$ cat src/rtl/panel_draw_scheduler.sv
// panel_draw_scheduler: round-robin owner of the vga_adapter plot port for two 80x120 image panels
//
// Two requesters (computer panel, left; user panel, right) each ask for a full
// panel redraw from a 1-bit ROM image. The winner is acked, its image select is
// latched, and one pixel address is issued per clock. x/y/owner travel through a
// ROM_LAT-deep pipeline so that they meet rom_q on the same cycle as plot.
//
// Optional feature: define CLEAR_ON_RESET_EN to sweep the whole 160x120
// framebuffer with colour 000 after every reset before any request is served.
//
// Ports:
//   CLOCK_50, reset_n    clock, asynchronous active-low reset
//   req_c/sel_c, ack_c   computer panel request (level), image select, grant pulse
//   req_u/sel_u, ack_u   user panel request (level), image select, grant pulse
//   busy, done           draw in progress; pulse with the last plot of a panel
//   rom_addr, rom_sel    panel-local ROM address and latched image select
//   rom_q                ROM data, 1 = background, 0 = foreground
//   x, y, colour, plot   vga_adapter pixel write port
module panel_draw_scheduler #(
    parameter int         PANEL_W   = 80,
    parameter int         PANEL_H   = 120,
    parameter int         ROM_LAT   = 1,
    parameter logic [2:0] FG_COLOUR = 3'b010
) (
    input  logic        CLOCK_50,
    input  logic        reset_n,
    input  logic        req_c,
    input  logic [1:0]  sel_c,
    input  logic        req_u,
    input  logic [1:0]  sel_u,
    output logic        ack_c,
    output logic        ack_u,
    output logic        busy,
    output logic        done,
    output logic [13:0] rom_addr,
    output logic [1:0]  rom_sel,
    input  logic        rom_q,
    output logic [7:0]  x,
    output logic [6:0]  y,
    output logic [2:0]  colour,
    output logic        plot
);
    localparam int          L        = ROM_LAT - 1;
    localparam logic [6:0]  LX_MAX   = 7'(PANEL_W - 1);
    localparam logic [6:0]  LY_MAX   = 7'(PANEL_H - 1);
    localparam logic [7:0]  ORIGIN_U = 8'(PANEL_W);
    localparam logic [13:0] ROW      = 14'(PANEL_W);

    typedef enum logic [2:0] {IDLE, GRANT, SCAN, DRAIN, CLEAR} state_t;

    state_t             state, state_nx;
    logic               owner, prio_u, pick_u, grant_go, scan_last;
    logic               armed, need_clear, clear_last;
    logic [6:0]         lx, ly;
    logic [7:0]         fx;
    logic [ROM_LAT-1:0] pv, pl, po;
    logic [7:0]         px [ROM_LAT];
    logic [6:0]         py [ROM_LAT];

`ifdef CLEAR_ON_RESET_EN
    localparam logic [7:0] CX_MAX = 8'(2 * PANEL_W - 1);
    logic       cleared;
    logic [7:0] cx;
    logic [6:0] cy;
    assign armed      = cleared;
    assign need_clear = ~cleared;
    assign clear_last = (cx == CX_MAX) && (cy == LY_MAX);
    always_ff @(posedge CLOCK_50 or negedge reset_n)
        if (!reset_n) begin
            cleared <= 1'b0;
            cx      <= '0;
            cy      <= '0;
        end else if (state == CLEAR) begin
            cleared <= clear_last;
            cx      <= (cx == CX_MAX) ? '0 : cx + 8'd1;
            cy      <= (cx == CX_MAX) ? ((cy == LY_MAX) ? '0 : cy + 7'd1) : cy;
        end
`else
    // Grants are held off for the first clock after reset release so that a
    // request sitting high during reset never produces an ack while in reset.
    logic live;
    assign armed      = live;
    assign need_clear = 1'b0;
    assign clear_last = 1'b0;
    always_ff @(posedge CLOCK_50 or negedge reset_n)
        if (!reset_n) live <= 1'b0;
        else          live <= 1'b1;
`endif

    // Tie goes to whichever requester was not granted last; prio_u starts low
    // so the computer wins the first tie after reset.
    assign pick_u    = req_u && (!req_c || prio_u);
    assign grant_go  = (state == IDLE) && armed && (req_c || req_u);
    assign scan_last = (state == SCAN) && (lx == LX_MAX) && (ly == LY_MAX);
    assign rom_addr  = 14'(ly) * ROW + 14'(lx);
    assign fx        = {1'b0, lx} + (owner ? ORIGIN_U : 8'd0);

    always_ff @(posedge CLOCK_50 or negedge reset_n)
        if (!reset_n) state <= IDLE;
        else          state <= state_nx;

    always_comb begin
        state_nx = state;
        case (state)
            IDLE:    state_nx = need_clear ? CLEAR : grant_go ? GRANT : IDLE;
            GRANT:   state_nx = SCAN;
            SCAN:    state_nx = scan_last ? DRAIN : SCAN;
            DRAIN:   state_nx = done ? IDLE : DRAIN;
            CLEAR:   state_nx = clear_last ? IDLE : CLEAR;
            default: state_nx = IDLE;
        endcase
    end

    always_comb begin
        ack_c  = grant_go && !pick_u;
        ack_u  = grant_go && pick_u;
        busy   = state != IDLE;
        plot   = pv[L];
        done   = (state == DRAIN) && pv[L] && pl[L];
        x      = px[L];
        y      = py[L];
        colour = !pv[L] ? 3'b000 : rom_q ? (po[L] ? 3'b000 : 3'b111) : FG_COLOUR;
`ifdef CLEAR_ON_RESET_EN
        plot   = (state == CLEAR) ? 1'b1   : plot;
        x      = (state == CLEAR) ? cx     : x;
        y      = (state == CLEAR) ? cy     : y;
        colour = (state == CLEAR) ? 3'b000 : colour;
`endif
    end

    always_ff @(posedge CLOCK_50 or negedge reset_n)
        if (!reset_n) begin
            owner   <= 1'b0;
            prio_u  <= 1'b0;
            rom_sel <= 2'b00;
        end else if (grant_go) begin
            owner   <= pick_u;
            prio_u  <= ~pick_u;
            rom_sel <= pick_u ? sel_u : sel_c;
        end

    // Counters return to 0 after the last address, so every scan starts at (0,0).
    always_ff @(posedge CLOCK_50 or negedge reset_n)
        if (!reset_n) begin
            lx <= '0;
            ly <= '0;
        end else if (state == SCAN) begin
            lx <= (lx == LX_MAX) ? '0 : lx + 7'd1;
            ly <= (lx == LX_MAX) ? ((ly == LY_MAX) ? '0 : ly + 7'd1) : ly;
        end

    // Stage 0 captures the address issued this cycle; the last stage meets rom_q.
    always_ff @(posedge CLOCK_50 or negedge reset_n)
        if (!reset_n) begin
            pv <= '0;
            pl <= '0;
            po <= '0;
            for (int i = 0; i < ROM_LAT; i++) begin
                px[i] <= '0;
                py[i] <= '0;
            end
        end else begin
            pv[0] <= state == SCAN;
            pl[0] <= scan_last;
            po[0] <= owner;
            px[0] <= fx;
            py[0] <= ly;
            for (int i = 1; i < ROM_LAT; i++) begin
                pv[i] <= pv[i-1];
                pl[i] <= pl[i-1];
                po[i] <= po[i-1];
                px[i] <= px[i-1];
                py[i] <= py[i-1];
            end
        end
endmodule
$ cat config.mk
export PLATFORM = sky130hd
export DESIGN_NAME = panel_draw_scheduler
export DESIGN_NICKNAME = d
export VERILOG_FILES = /design/src/rtl/panel_draw_scheduler.sv
export SDC_FILE = /design/constraint.sdc
export NUM_CORES = 1
export LEC_CHECK = 0
export CORE_MARGIN = 3
export CORE_UTILIZATION = 50
export CTS_BUF_LIST = sky130_fd_sc_hd__clkbuf_2 sky130_fd_sc_hd__clkbuf_4 sky130_fd_sc_hd__clkbuf_8
export DETAILED_ROUTE_END_ITERATION = 8
export DONT_BUFFER_PORTS = 1
export GPL_TIMING_DRIVEN = 0
export PLACE_DENSITY = 0.75
export SLEW_MARGIN = 20
export SYNTH_ARGS = -nofsm -noshare
export SYNTH_HDL_FRONTEND = slang
export SYNTH_SLANG_ARGS = --single-unit
export TNS_END_PERCENT = 100
$ cat constraint.sdc
create_clock -name CLOCK_50 -period 9 [get_ports CLOCK_50]
set_input_delay 1.8 -clock CLOCK_50 [delete_from_list [all_inputs] [get_ports CLOCK_50]]
set_output_delay 1.8 -clock CLOCK_50 [all_outputs]
set_load 0.01 [all_outputs]
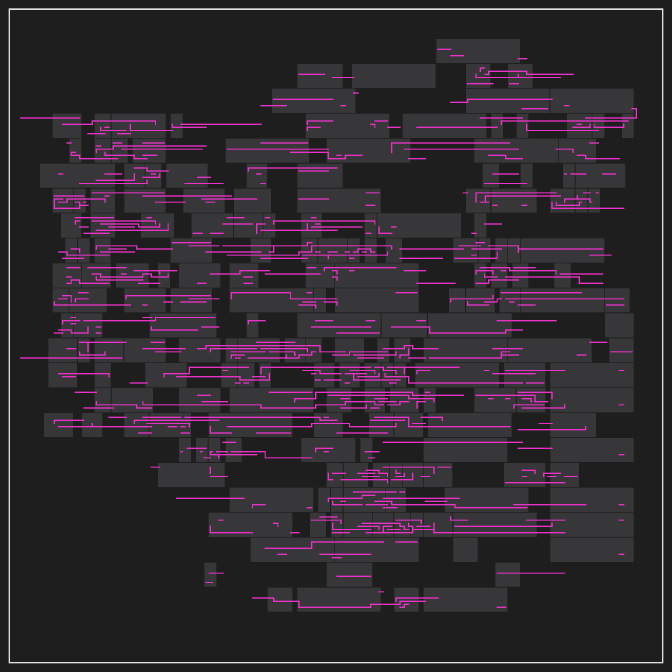
(run_1/layer_met1.png)
Cells faint in the background.
nets with wire on the layer	199
main direction	horizontal
share of all routed wire	46%

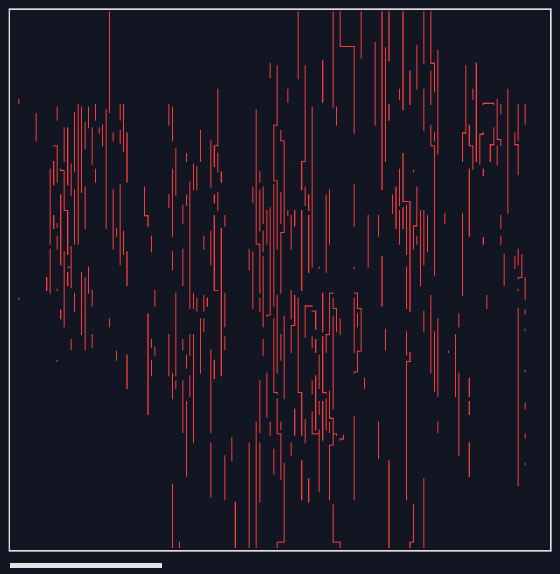
(run_1/layer_met2.png)
The bar under the picture is 20 um long.
share of all routed wire	47%
wire length on this layer	1,670 um
longest straight run	23.4 um
total wire length: 3570 um
Via Count: 1,404

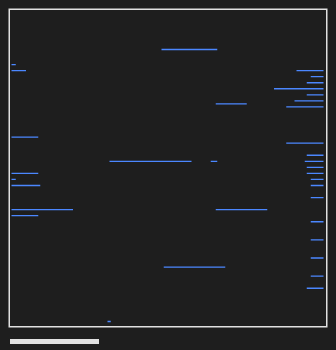
(run_1/layer_met3.png)
The bar under the picture is 20 um long.
nets with wire on the layer	30
wire length on this layer	188 um

==> flow_metrics.py, run 1 <==
# Metrics from the implementation run
metrics = {
    "outcome": {
        "run_status": "completed",
    },
    "detailed_routing": {
        "via_per_inst": 5.59,
        "wl_met2_um": 1670,
        "drtAntennaViolNets": 0,
    },
    "synth": {
        "synth_top_area_share": 0.472,
        "ys_ff": 40,
        "syn_area_sq_um": 2120,
        "edf_count": 0,
        "top_cells_by_count": "dfrtp_1, ha_1, nor2_1, nand2_1, xnor2_1",
        "synth.most_common_cell": "dfrtp_1",
        "netlist-cell-type-count": 51,
        "logic_family": "simple AND/OR/NAND/NOR gates",
        "fa_ha_area_frac": 0.125,
    },
    "global_route": {
        "grt_pass1_vias": 1372,
        "met1_usage": 0.203,
        "grt_use_met3": 0.0384,
        "track_usage": 0.158,
        "use_met2": 0.247,
    },
    "critical_path": {
        "cp.depth": 7,
        "slowest_delay_ps": 510,
        "critPathTopFamily": "adder cells",
        "reg2regPathDepth": 6,
    },
    "floorplanning": {
        "die_width_um": 71.1,
    },
    "cells_and_area": {
        "syn2layout_area_growth_pct": 7.32,
        "finalNonFillerCells": 251,
        "regArea_sq_um": 1000,
        "inv_count": 10,
        "utilization": 0.561,
        "buf_share": 0.0187,
        "fin_nets": 229,
    },
    "sta": {
        "maxSlewViolCount": 0,
        "worst_pin_slew_ps": 616,
        "min_period_ps": 4880,
        "finalHoldViolCount": 0,
    },
    "power": {
        "clk-power_mw": 0.120,
        "powerDensity_nw_per_um2": 133,
        "power_switching_mw": 0.0610,
    },
    "worst_hold_path": {
        "whs_endpoint": "x[1]",
        "hp-start": "lx[1]",
    },
    "placement": {
        "hpwl_um": 2580,
    },
    "clocking": {
        "root_buffer": "clkbuf_8",
        "cts_tree": "built",
    },
}
## Run 2: what changed since run 1
==> constraint.sdc (replaced) <==
create_clock -name CLOCK_50 -period 4.5 [get_ports CLOCK_50]
set_input_delay 0.9 -clock CLOCK_50 [delete_from_list [all_inputs] [get_ports CLOCK_50]]
set_output_delay 0.9 -clock CLOCK_50 [all_outputs]
set_load 0.01 [all_outputs]
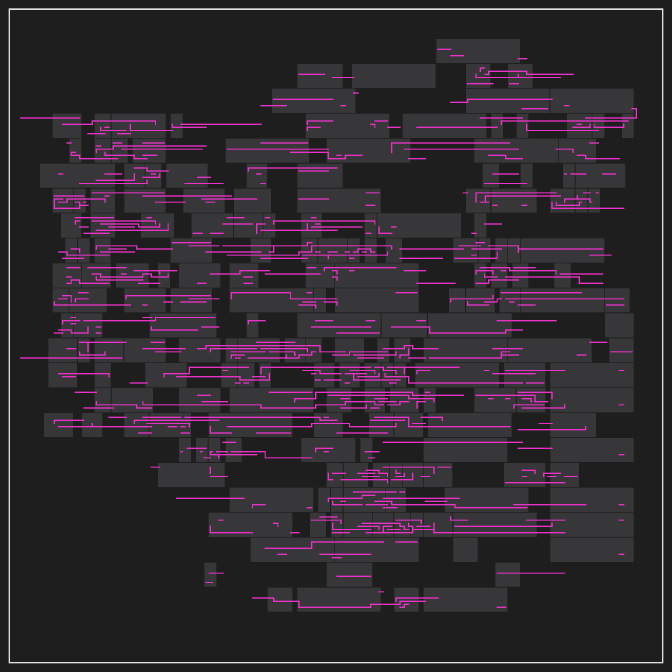
(run_2/layer_met1.png)
Cells faint in the background.
wire length on this layer	1,640 um
main direction	horizontal
met1 Track Usage GR: 0.203

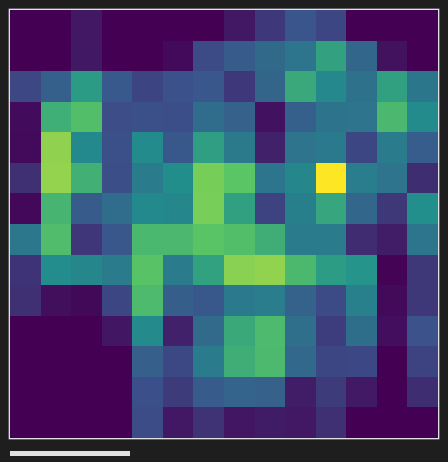
(run_2/metal_density.png)
The bar under the picture is 20 um long. 14 x 14 tiles, from dark purple (low) to yellow (high), scaled to the fullest tile. Values are wire area over tile area, all layers added.
fullest tile	0.39
densest ninth of the die	centre
mean over tiles	0.11
emptiest ninth of the die	lower left
GRT Overall Usage: 0.158
Avg WL per Cell: 14.2 um

==> run 2 against run 1 <==
Clock power increased by 100%. Highest routed layer unchanged. Critical endpoint unchanged. Die size did not move. Clock skew unchanged. First-iteration DRC count stayed put.
==> flow_metrics.py, run 2 <==
# Metrics from the implementation run
metrics = {
    "cells_and_area": {
        "regArea_sq_um": 1000,
        "finalNonFillerCells": 251,
        "utilization": 0.561,
        "syn2layout_area_growth_pct": 7.32,
    },
    "global_route": {
        "use_met2": 0.247,
        "grt_pass1_vias": 1372,
    },
    "critical_path": {
        "critPathTopFamily": "adder cells",
        "slowest_delay_ps": 510,
        "cp.depth": 7,
    },
    "synth": {
        "fa_ha_area_frac": 0.125,
        "logic_family": "simple AND/OR/NAND/NOR gates",
        "synth_top_area_share": 0.472,
        "edf_count": 0,
    },
    "sta": {
        "maxSlewViolCount": 0,
        "min_period_ps": 3980,
        "finalHoldViolCount": 0,
    },
    "outcome": {
        "run_status": "completed",
    },
    "power": {
        "clk-power_mw": 0.240,
        "power_switching_mw": 0.122,
        "powerDensity_nw_per_um2": 267,
    },
    "clocking": {
        "root_buffer": "clkbuf_8",
    },
    "detailed_routing": {
        "drtAntennaViolNets": 0,
    },
    "floorplanning": {
        "die_width_um": 71.1,
    },
}
==> run_2/layer_met3.png <==
The bar under the picture is 20 um long.
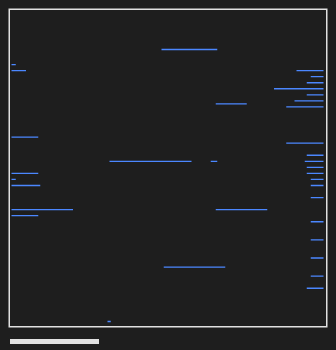

## Run 3: what changed since run 2
==> constraint.sdc (replaced) <==
create_clock -name CLOCK_50 -period 3.9 [get_ports CLOCK_50]
set_input_delay 0.78 -clock CLOCK_50 [delete_from_list [all_inputs] [get_ports CLOCK_50]]
set_output_delay 0.78 -clock CLOCK_50 [all_outputs]
set_load 0.01 [all_outputs]
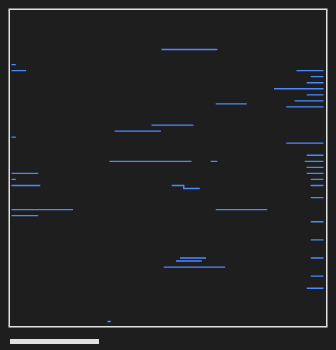
(run_3/layer_met3.png)
The bar under the picture is 20 um long.
longest straight run	18.2 um
main direction	horizontal
nets with wire on the layer	35
global-route track usage on met3: 0.0384
Via Count: 1,416
total wire length: 3580 um

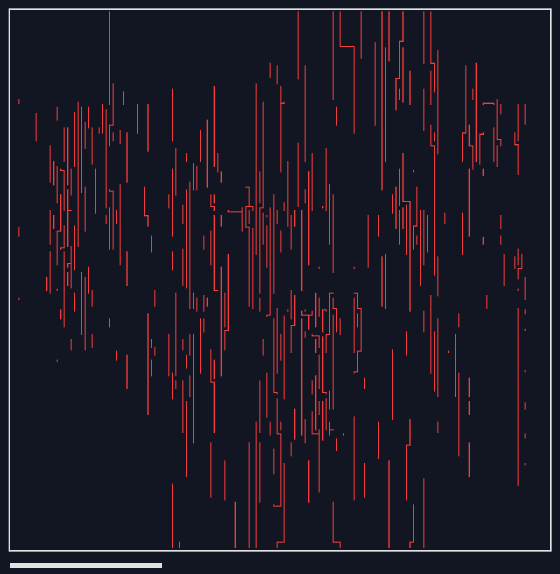
(run_3/layer_met2.png)
The bar under the picture is 20 um long.
longest straight run	23.4 um
wire length on this layer	1,670 um
nets with wire on the layer	197
main direction	vertical

==> run 3 against run 2 <==
Non-clock buffer count did not move. Synthesized cell count did not move. Via count rose by 0.85%. Sequential cell count did not move. Critical path depth did not move. Clock power rose by 15%. Routed wire length barely moved. Global-route usage did not move. Total power rose by 15%. Utilization rose by 0.49 points. Cell count did not move.
==> flow_metrics.py, run 3 <==
# Metrics from the implementation run
metrics = {
    "clocking": {
        "root_buffer": "clkbuf_8",
        "cts_tree": "built",
    },
    "placement": {
        "hpwl_um": 2580,
    },
    "synth": {
        "ys_ff": 40,
        "netlist-cell-type-count": 51,
        "top_cells_by_count": "dfrtp_1, ha_1, nor2_1, nand2_1, xnor2_1",
        "fa_ha_area_frac": 0.125,
        "synth.most_common_cell": "dfrtp_1",
        "synth_top_area_share": 0.472,
        "syn_area_sq_um": 2120,
        "edf_count": 0,
    },
    "global_route": {
        "track_usage": 0.158,
        "grt_pass1_vias": 1372,
    },
    "sta": {
        "min_period_ps": 3720,
        "maxSlewViolCount": 0,
        "worst_pin_slew_ps": 616,
    },
    "cells_and_area": {
        "syn2layout_area_growth_pct": 8.26,
        "inv_count": 10,
        "finalNonFillerCells": 251,
        "regArea_sq_um": 1000,
        "utilization": 0.566,
        "fin_nets": 229,
    },
    "floorplanning": {
        "die_width_um": 71.1,
    },
    "detailed_routing": {
        "drt-wirelength-per-cell_um": 14.2,
        "wl_met2_um": 1670,
    },
    "critical_path": {
        "cpMostUsedCell": "ha_1",
        "reg2regPathDepth": 6,
        "slowest_delay_ps": 480,
        "cp.depth": 7,
        "critPathTopFamily": "adder cells",
    },
    "outcome": {
        "run_status": "completed",
    },
    "power": {
        "powerDensity_nw_per_um2": 305,
    },
}
No activity file was given, so power comes from the tool's default toggle rates.
